I/O pins on the die edge:
Scale: 1.5 px per µm. Pins as bars across the die edge, other pins in grey.
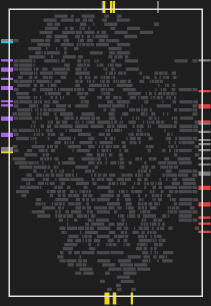
Cell classes on the final placement:
Scale: 2 px per µm. Fill, decap, tap and diode cells in grey.
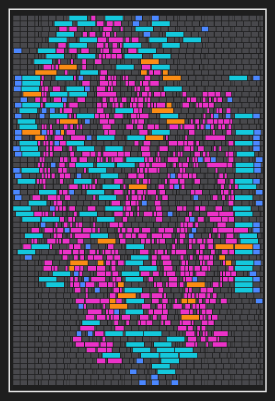
The metal 2 layer:
Scale: 2 px per µm. Cells faint in the background.
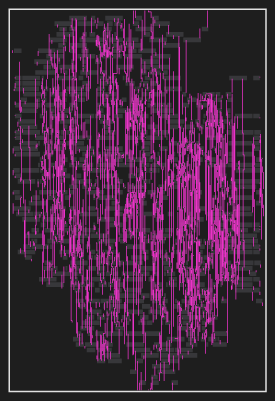
The clock network:
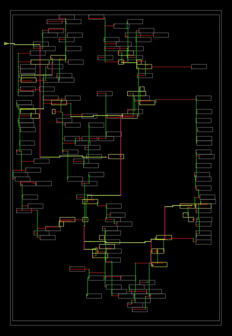
Clock wires, drivers and flops:
Scale: 3 px per µm.
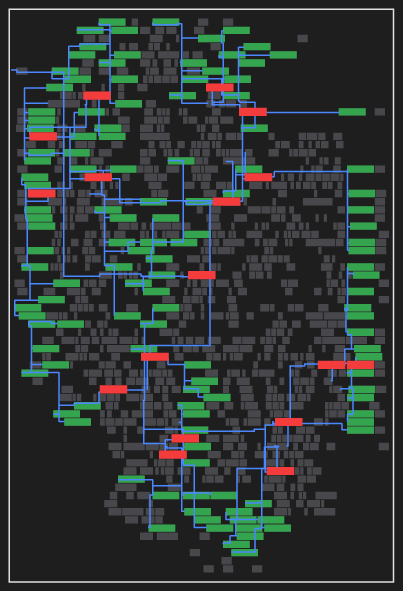
==> config.mk <==
export PLATFORM = sky130hd
export DESIGN_NAME = pid_ctrl_param_flat
export DESIGN_NICKNAME = d
export VERILOG_FILES = /design/src/rtl/pid_ctrl_param_if.sv /design/src/rtl/pid_ctrl_param.sv /design/src/flat_wrapper.sv
export SDC_FILE = /design/constraint.sdc
export NUM_CORES = 1
export LEC_CHECK = 0
export CAP_MARGIN = 10
export CORE_ASPECT_RATIO = 1.5
export CORE_UTILIZATION = 35
export CTS_CLUSTER_SIZE = 24
export DETAILED_ROUTE_END_ITERATION = 7
export MAX_ROUTING_LAYER = met4
export PLACE_DENSITY = 0.55
export SYNTH_ARGS = -nofsm -noshare
export SYNTH_HDL_FRONTEND = slang
export SYNTH_SLANG_ARGS = --single-unit
==> constraint.sdc <==
create_clock -name clk -period 5.8 [get_ports clk]
set_input_delay 1.16 -clock clk [delete_from_list [all_inputs] [get_ports clk]]
set_output_delay 1.16 -clock clk [all_outputs]
set_load 0.005 [all_outputs]
==> commit_impl_results.txt <==
Update PnR metrics after Yosys + OpenROAD run

- Status: completed
- Number of cells traversed by the worst register-to-register path: 21
- Per the layout report, the design carries approximately 2,300 filler cells.
- Number of non-filler instances in the completed layout: between 1,000 and 1,500
* Wire length of the first global-routing pass: between 30 and 40 mm
- Flip-flop and latch count: around 130
- CP peak stage delay: roughly 0.55 ns
- STA puts the critical path data required time at between 6 and 7 ns.
- Net count reported at finish: around 1,100
- Synth Warn #: 0
- The register with the most flip-flops in the layout has 20 of them.
* Mapped Area: slightly above 0.008 mm²
- Mux contribution to synthesized area: 4.170%
- TritonCTS built the clock tree.
- Largest fanout of any net on the critical path: 5
* Critical Path Slowest Stage Cell: sky130_fd_sc_hd__or4_4
- The number of antenna violations at the first check in global routing came to 0.
- XOR Share, Synth: between 6 and 7%
- Global routing's busiest layer: met2
* Type of the most critical hold path: reg -> reg
- Count of instantiated cells in the yosys netlist: between 800 and 900
- After layout, the worst path uses between 90 and 100% of the clock period.
* Fraction of the mapped netlist area in compound gates: about a fifth
* Total die area: roughly 0.024 mm²
- Cell occurring most often along the worst timing path: sky130_fd_sc_hd__ha_1
* Number of DRC violations after detailed-routing iteration 0: about 260
- In the final layout, the share of cells above drive strength 1 is between 10 and 15%.
- The cell-mix breakdown from Yosys lists the simple-gate area share as a little over an eighth.
* Number of setup violations in the final report: 0
- STA classifies the critical path endpoint as a flop.
- Traced cell by cell, the critical path runs through ha_1 > inv_1 > fa_1 > inv_1 > ha_1 > a21o_1 > a21o_1 > a221oi_2 > o21ba_2 > nor2b_1 > o21a_1 > nor2_1 > xor2_1 > ha_1 > or3_1 > nor3_1 > o21ai_0 > and2_1 > or4_4 > a2111oi_4 > o31ai_1.
- Count of state elements after synthesis: 126
* Total instance count after detailed placement: 1,228
- On met3, the global router reports a usage of between 3 and 4%.
- Cell type group with the largest total delay on the critical path: AND-OR/OR-AND gates
* Number of logic gates: approximately 630
* Number of resized instances in the post-cts repair step: 1
* Post-CTS setup repair buffer count: 0
- Hold-check failures listed in the final report amount to 0.
- Cell type contributing the most total cell area after synthesis: sky130_fd_sc_hd__dfrtp_1
* Most frequently placed logic cell in the final layout: sky130_fd_sc_hd__dfrtp_1
* Slew at the pin with the worst max-slew slack: ~1.0 ns
* Deepest level of the CTS H-tree: 4
- DR top layer: met4
* Largest net degree at the start of global routing: 89
- Per the CTS log, the buffer count on the longest clock path is 2.
- Category of the most critical setup path: reg -> reg
- Biggest area cells: sky130_fd_sc_hd__dfrtp_1 38%, sky130_fd_sc_hd__ha_1 13%, sky130_fd_sc_hd__xnor2_1 5.1%, sky130_fd_sc_hd__o21ai_0 3.4%, sky130_fd_sc_hd__inv_1 3.1%
- 0 antenna diodes ended up in the layout.
* Sinks on the clock net: between 100 and 150
- Global routing usage on met1: 16.52%
- Via-per-instance ratio: ~5
* Max Clock Freq: between 150 and 200 MHz
- Synthesis produced a netlist whose cell count is around 850.
- Note, the detailed placer reported a final HPWL of around 16 mm.
* Max-cap violations: 0
- Hold timing on the final database bottoms out at a slack of roughly 0.34 ns.
- In the post-synthesis netlist, the cell with the most instances is sky130_fd_sc_hd__dfrtp_1.
- In the synthesized netlist the dominant register cell turns out to be sky130_fd_sc_hd__dfrtp_1.
- Logic area: about 0.0049 mm²
- Area grow syn2layout: 22.44%
- Final-layout setup total negative slack: 0 ns
* Sequential Area: approximately 0.0032 mm²
- Total global-route track usage over all layers is between 10% and 20%.
- Post-layout worst setup margin: 0.3092 ns
- In this run the clock root is driven by a sky130_fd_sc_hd__clkbuf_16.
* Data arrival time of the critical path: slightly below 6 ns
- Fraction of standard cell area in multi-input logic: between 40% and 50%
- Post-cts hold-fix buffer tally: 0
* Pre-CTS setup slack: about 0.0046 ns
* I/O pin count: between 40 and 50
* Clock transition at the register clock pins on the worst setup and hold paths after CTS: roughly 0.06 ns
* Cell types with the highest counts after synthesis: 126 x sky130_fd_sc_hd__dfrtp_1, 83 x sky130_fd_sc_hd__ha_1, 69 x sky130_fd_sc_hd__inv_1
- At the end of routability-driven placement, the weighted congestion stood at roughly 0.9.
- Non-clock inverters in the final layout number about 70.
* FFs w/ async S/R, synth: 100.0%
- After layout, the minimum clock period comes to around 5.5 ns.
- The largest cell class by area is logic gates.
- Post-synthesis chip area from yosys: 0.008280 mm²
* Type of origin of the critical path: flop
- Synthesis instantiated between 70 and 80 different standard cells from the library.
- Per the layout report, the design carries 89 non-clock buffers.
- Cell depth of the worst hold path: 0
- Per the post-route antenna check, the number of violating nets is 0.
- Worst setup slack for register-to-register paths: a little over 0.3 ns
- Critical path buffer and inverter count: 2
- Portion of the layout cell area used by clock cells: between 5 and 6%
- Average size of a mapped cell: just under 10 µm²
- Per the detail_route log, met2 wirelength is 11.55 mm.
- After synthesis, the largest family of logic cells by area is AND-OR/OR-AND gates.
* Syn nets: 968
- In the log, the iteration count for the first detailed-route pass is 4.
- For reference, the final report shows the max-slew violation count at 0.
- Vias in the first global route: about 6,500
- RSZ-0062 raised after global routing: yes
- Met3 wirelength from detailed routing: 407 µm
* Metal1 wirelength: approximately 7.4 mm
- Per the GRT congestion report, total overflow comes to 0.
- FA/HA/MAJ Cells, Area Fraction: about 15%
- Area of placed instances: 0.009343 mm²
- The share of synthesized area in the top cell type comes to between 30% and 40%.
* Commonest cells after routing, fill and taps aside: 126 x sky130_fd_sc_hd__dfrtp_1, 82 x sky130_fd_sc_hd__ha_1, 69 x sky130_fd_sc_hd__inv_1, 60 x sky130_fd_sc_hd__nor2_1, 54 x sky130_fd_sc_hd__nand2_1
* Count of warning messages emitted by the tools: 38
* Fp util: 35.78%
* Final non-filler cell area: around 0.010 mm²
## Picture notes: 'I/O pins on the die edge'
legend:
  red:
    port: `bus_lft_spd`
    pins: 11
    direction: output
    edge: east
  cyan:
    port: `rst_n`
    pins: 1
    direction: input
    edge: west
  yellow:
    port: `bus_frwrd`
    pins: 10
    direction: input
    edge: 6 south, 3 north, 1 west
  purple:
    port: `bus_error`
    pins: 12
    direction: input
    edge: west
all pins by edge: 21 east, 17 west, 6 south, 5 north
horizontal die dimension: 127.6 µm
number of I/O port buffers: 48
floorplan die height: 190.4 µm

## Picture notes: 'cell classes on the final placement'
legend:
  blue:
    class: remaining buffers and delay cells
    cells: 89
  magenta:
    class: remaining logic cells
    cells: 701
  cyan:
    class: registers
    cells: 126
  orange:
    class: clock drivers and dummy loads
    cells: 32
post-layout util: 43.81%
placeable core region: 0.02314 mm²
fraction of area in registers: 31.10%

## Picture notes: 'the metal 2 layer'
nets with wire on the layer: 890
longest straight run: 75.5 µm
share of all routed wire: 58%
main direction: vertical
total number of vias: 6,381
met2 track demand over resource in global routing: 34.89%
Post-Route WL: 19.98 mm

## Picture notes: 'the clock network'
layout clock buffer count: 18
final worst clock skew: 0.006048 ns

## Picture notes: 'clock wires, drivers and flops'
legend:
  red:
    item: clock-net drivers
    count: 17
  green:
    item: flip-flops
    count: 126
  blue:
    item: clock wires
    length: 1,850 µm
flops lie: widely spread
routed clock nets: 18
clock insertion delay at the later pin of the skew report: 0.43 ns

